## config.mk

```make
export PLATFORM = sky130hd
export DESIGN_NAME = rotate_sched
export DESIGN_NICKNAME = d
export VERILOG_FILES = /design/src/rtl/rotate_pkg.sv /design/src/rtl/rotate_unit.sv /design/src/rtl/rotate_sched.sv
export SDC_FILE = /design/constraint.sdc
export NUM_CORES = 1
export LEC_CHECK = 0
export ABC_CLOCK_PERIOD_IN_PS = 2900
export CELL_PAD_IN_SITES_DETAIL_PLACEMENT = 1
export CELL_PAD_IN_SITES_GLOBAL_PLACEMENT = 1
export CORE_MARGIN = 1.5
export CORE_UTILIZATION = 43
export DETAILED_ROUTE_END_ITERATION = 16
export PLACE_DENSITY_LB_ADDON = 0.1
export REMOVE_ABC_BUFFERS = 1
export SYNTH_ARGS = -nofsm -noshare
export SYNTH_HDL_FRONTEND = slang
export SYNTH_SLANG_ARGS = --single-unit
```

## constraint.sdc

```tcl
create_clock -name clk -period 2.9 [get_ports clk]
set_clock_uncertainty 0.1 [all_clocks]
set_input_delay 0.725 -clock clk [delete_from_list [all_inputs] [get_ports clk]]
set_output_delay 0.725 -clock clk [all_outputs]
set_load 0.1 [all_outputs]
```

## src/rtl/rotate_pkg.sv

```systemverilog
// rotate_pkg: shared constants, direction codes and FSM states for the rotate datapath.
package rotate_pkg;
  localparam int DEF_WIDTH = 32;
  localparam int DEF_SHIFT_W = 5;
  localparam logic ROT_LEFT = 1'b0;
  localparam logic ROT_RIGHT = 1'b1;
  typedef enum logic [1:0] {
    IDLE = 2'd0,
    EXEC = 2'd1,
    RESP = 2'd2
  } state_e;
endpackage

```

## src/rtl/rotate_unit.sv

```systemverilog
// rotate_unit: registered left/right rotator, result valid one cycle after en.
module rotate_unit import rotate_pkg::*; #(
  parameter int WIDTH = DEF_WIDTH,
  parameter int SHIFT_W = DEF_SHIFT_W
) (
  input  logic               clk,
  input  logic               reset_n,
  input  logic               en,
  input  logic [WIDTH-1:0]   data,
  input  logic [SHIFT_W-1:0] shift,
  input  logic               dir,
  output logic [WIDTH-1:0]   result
);
  logic [WIDTH-1:0] result_d;
  logic [WIDTH-1:0] result_q;
  // The doubled word makes shift 0 fall out naturally without a WIDTH-bit shift.
  always_comb begin
    result_d = WIDTH'(dir == ROT_RIGHT ? {data, data} >> shift : ({data, data} << shift) >> WIDTH);
  end
  always_ff @(posedge clk or negedge reset_n) begin
    if (!reset_n) result_q <= '0;
    else if (en) result_q <= result_d;
  end
  assign result = result_q;
endmodule

```

## src/rtl/rotate_sched.sv

```systemverilog
// rotate_sched: round-robin share of one rotate unit between two requesters.
// Define ROTATE_SCHED_STATS_EN to add saturating per-requester grant counters.
module rotate_sched import rotate_pkg::*; #(
  parameter int WIDTH = DEF_WIDTH,
  parameter int SHIFT_W = DEF_SHIFT_W
) (
  input  logic               clk,
  input  logic               reset_n,
  input  logic [1:0]         req_valid,
  output logic [1:0]         req_ready,
  input  logic [WIDTH-1:0]   req_data0,
  input  logic [SHIFT_W-1:0] req_shift0,
  input  logic               req_dir0,
  input  logic [WIDTH-1:0]   req_data1,
  input  logic [SHIFT_W-1:0] req_shift1,
  input  logic               req_dir1,
  output logic               rsp_valid,
  input  logic               rsp_ready,
  output logic [WIDTH-1:0]   rsp_data,
`ifdef ROTATE_SCHED_STATS_EN
  output logic [15:0]        grant_cnt0,
  output logic [15:0]        grant_cnt1,
`endif
  output logic               rsp_id
);
  state_e state_q;
  logic last_q, id_q, rsp_valid_q, dir_q, grant, accept;
  logic [WIDTH-1:0] data_q;
  logic [SHIFT_W-1:0] shift_q;
  // req_ready is gated by reset_n so nothing looks accepted while held in reset.
  always_comb begin
    grant = &req_valid ? ~last_q : req_valid[1];
    accept = reset_n && state_q == IDLE && |req_valid;
    req_ready = accept ? (grant ? 2'b10 : 2'b01) : 2'b00;
  end
  always_ff @(posedge clk or negedge reset_n) begin
    if (!reset_n) begin
      state_q <= IDLE;
      last_q <= 1'b1;
      id_q <= 1'b0;
      rsp_valid_q <= 1'b0;
      data_q <= '0;
      shift_q <= '0;
      dir_q <= ROT_LEFT;
    end else begin
      case (state_q)
        IDLE: if (accept) begin
          state_q <= EXEC;
          last_q <= grant;
          id_q <= grant;
          data_q <= grant ? req_data1 : req_data0;
          shift_q <= grant ? req_shift1 : req_shift0;
          dir_q <= grant ? req_dir1 : req_dir0;
        end
        EXEC: begin
          state_q <= RESP;
          rsp_valid_q <= 1'b1;
        end
        RESP: if (rsp_ready) begin
          state_q <= IDLE;
          rsp_valid_q <= 1'b0;
        end
        default: state_q <= IDLE;
      endcase
    end
  end
  rotate_unit #(.WIDTH(WIDTH), .SHIFT_W(SHIFT_W)) u_rot (
    .clk(clk),
    .reset_n(reset_n),
    .en(state_q == EXEC),
    .data(data_q),
    .shift(shift_q),
    .dir(dir_q),
    .result(rsp_data)
  );
  assign rsp_valid = rsp_valid_q;
  assign rsp_id = id_q;
`ifdef ROTATE_SCHED_STATS_EN
  logic [15:0] cnt0_q, cnt1_q;
  always_ff @(posedge clk or negedge reset_n) begin
    if (!reset_n) begin
      cnt0_q <= '0;
      cnt1_q <= '0;
    end else if (accept) begin
      if (!grant && cnt0_q != 16'hFFFF) cnt0_q <= cnt0_q + 16'd1;
      if (grant && cnt1_q != 16'hFFFF) cnt1_q <= cnt1_q + 16'd1;
    end
  end
  assign grant_cnt0 = cnt0_q;
  assign grant_cnt1 = cnt1_q;
`endif
endmodule

```

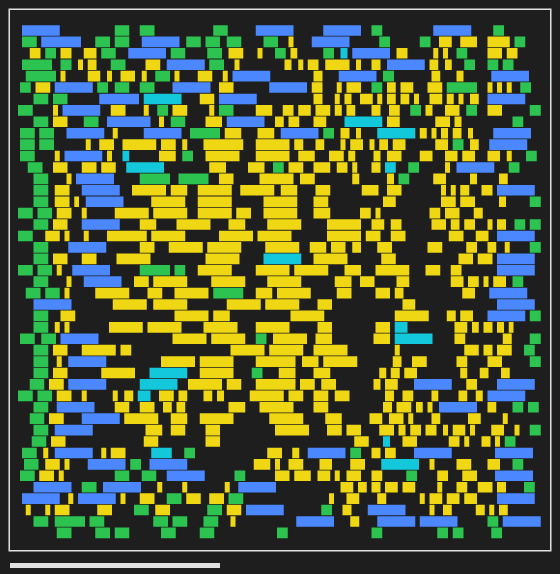
(run_1/class_map.png)
Scale bar: 50 µm.
[yellow] remaining logic cells | cells: 462 | share of their area: 56%
[cyan] clock drivers and dummy loads | cells: 16 | share of their area: 3.4%
[blue] registers | cells: 75 | share of their area: 23%
[green] remaining buffers and delay cells | cells: 149 | share of their area: 18%

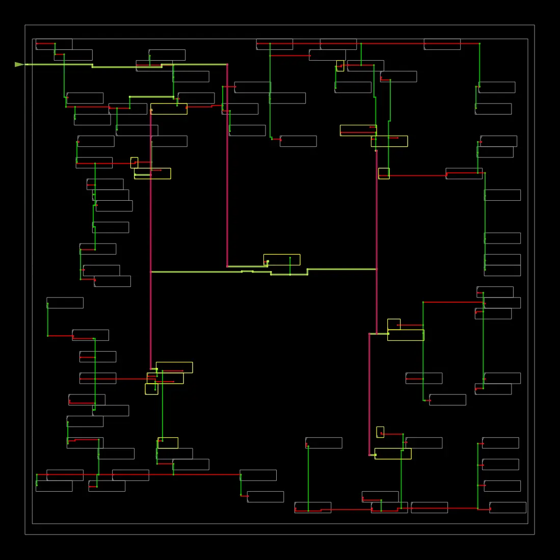
(run_1/clock_nets.png)
FF+latch count: 75
Layout clock buffers: 10

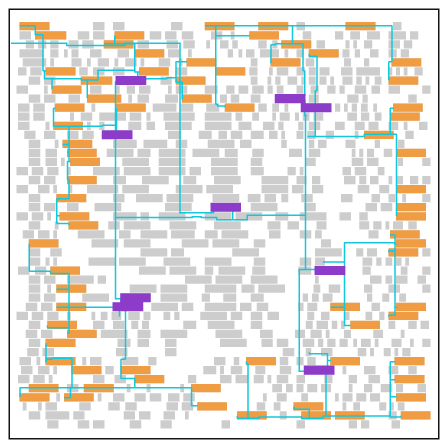
(run_1/clock_wires.png)
[orange] flip-flops | count: 75
[cyan] clock wires | length: 1,190 µm
[purple] clock-net drivers | count: 9
routed clock nets: 10
flops lie: spread over the die

run 1: metrics by stage:
stage          std cells  area (µm²)  hold WS, ps
6_report             913        8420          350
5_1_grt              913        8420          382
2_1_floorplan        537        6430          329
4_1_cts              913        8420          376
3_5_place_dp         897        8140          392
3_3_place_gp         897        8140          368
run 1: worst max-delay path by stage:
stage | from | end | slack, ps
floorplan | reset_n | req_ready[0] | -2400
global placement | req_valid[1] | req_ready[0] | 330
detailed placement | req_valid[1] | req_ready[0] | 340
global route | state_q[1]$_DFFE_PN0P_ | req_ready[0] | 150
finish | state_q[1]$_DFFE_PN0P_ | req_ready[0] | 290
CTS | state_q[1]$_DFFE_PN0P_ | req_ready[0] | 280
run 1: synth_stat cells (6+ instances only):
library cell,instances
sky130_fd_sc_hd__a21oi_1,11
sky130_fd_sc_hd__o21ai_0,9
sky130_fd_sc_hd__or2_2,7
sky130_fd_sc_hd__o22ai_1,27
sky130_fd_sc_hd__mux2_2,31
sky130_fd_sc_hd__a222oi_1,39
sky130_fd_sc_hd__a211oi_1,9
sky130_fd_sc_hd__and3_1,9
sky130_fd_sc_hd__dfrtp_1,74
sky130_fd_sc_hd__clkbuf_1,35
sky130_fd_sc_hd__nand2_1,20
sky130_fd_sc_hd__inv_1,40
sky130_fd_sc_hd__nor2_1,26
sky130_fd_sc_hd__buf_4,11
sky130_fd_sc_hd__a22o_1,8
sky130_fd_sc_hd__a22oi_1,13
sky130_fd_sc_hd__o221ai_1,10
sky130_fd_sc_hd__nor3_1,7
sky130_fd_sc_hd__mux4_2,68
sky130_fd_sc_hd__mux2i_1,67
sky130_fd_sc_hd__o22a_1,6
sky130_fd_sc_hd__buf_2,12
sky130_fd_sc_hd__buf_1,7
run 1: kinds of logic (layout without fill, tap and decap cells):
family          after synthesis  in the layout  synth area share, %
mux                         170            170                 39.1
compound gates              155            155                 18.1
buf+inv                     111            206                 7.58
simple gates                 96             96                 7.52
flops                        75             75                 27.7
run 1: final cells by class:
cell class,instances,share of cell area (%)
Clock buffer,10,2.84
Clock inverter,6,0.476
Inverter,41,1.83
Multi-Input combinational cell,421,52.4
Sequential cell,75,22.4
Tap cell,211,3.14
Timing Repair Buffer,149,17.0
run 1: registers in the layout (all words and copies together) (netlist names):
register,cells
dir_q,1
shift_q,5
rsp_id,1
u_rot.result,32
state_q,2
data_q,32
last_q,1
rsp_valid,1
run 1: routing by layer:
layer / vias to the layer above / global-route usage, % / share of wire [%]
met5: - / 0 / 0
met4: 0 / 13.0 / 3.4
met3: 49 / 4.74 / 6.1
met2: 307 / 49.3 / 48
met1: 3190 / 41.6 / 42
li1: 2653 / - / -
==> flow_summary_export.csv <==
group,metric,value,unit
grt,first_global_vias,6258,
worst_setup_path,critPathRequiredTime,2080,ps
synth,flop_cell,"sky130_fd_sc_hd__dfrtp_1",
grt,largest_net_degree_at_the_start_of_global_routing,44,
final_timing,fin_ws,292,ps
layout,antenna-diode-count,0,
floorplanning,floorplan.io_pins,117,
worst_setup_path,timing.setup.critical_path_class,"register to output port",
final_timing,worst_slew_margin_rel,55.4,%
floorplanning,initial_utilization,44.3,%
grt,grt_overflow_total,0,
route,antenna_violating_nets_post_route,0,
route,routed_via_count_divided_by_cell_count,6.79,
layout,layout.area.comb,4410,µm²
synth,synthesized_instance_count,607,
worst_setup_path,path_max_fanout,10,
synth,synth.area.top_cells,"sky130_fd_sc_hd__dfrtp_1, sky130_fd_sc_hd__mux4_2, sky130_fd_sc_hd__mux2i_1, sky130_fd_sc_hd__a222oi_1, sky130_fd_sc_hd__mux2_2",
final_timing,rsz0062_at_grt,"no",
cts,cts_tree,"yes",
grt,grtUsageTotal,30.7,%
worst_setup_path,cp_num_cells,5,
grt,grt_antenna_before_repair,0,
cts,clk_pin_slew,60,ps
placement,place_worst_setup_slack,340,ps
worst_setup_path,cpLargestDelayFamily,"flip-flops",
worst_setup_path,timing.critical_path.to_type,"output port",
final_timing,worst-slew-pin-transition,651,ps
run_status,run_status,"finished, final reports clean",
job,drv_cap,0,
placement,place.port_buffers,116,
placement,place_hpwl,18.8,mm
worst_setup_path,timing.critical_path.buf_inv,2,
final_timing,final.period_utilization,89.9,%
cts,h-tree-depth,3,
final_timing,timing_max_transition_violations_final,0,
worst_setup_path,crit_chain,"nor3b_1 > buf_4 > o21ai_2 > a21oi_2 > buf_12",
floorplanning,core_area,15300,µm²
synth,synth-edff-count,0,
final_timing,layout_min_cycle_time,2610,ps
route,routed_wirelength,24.7,mm
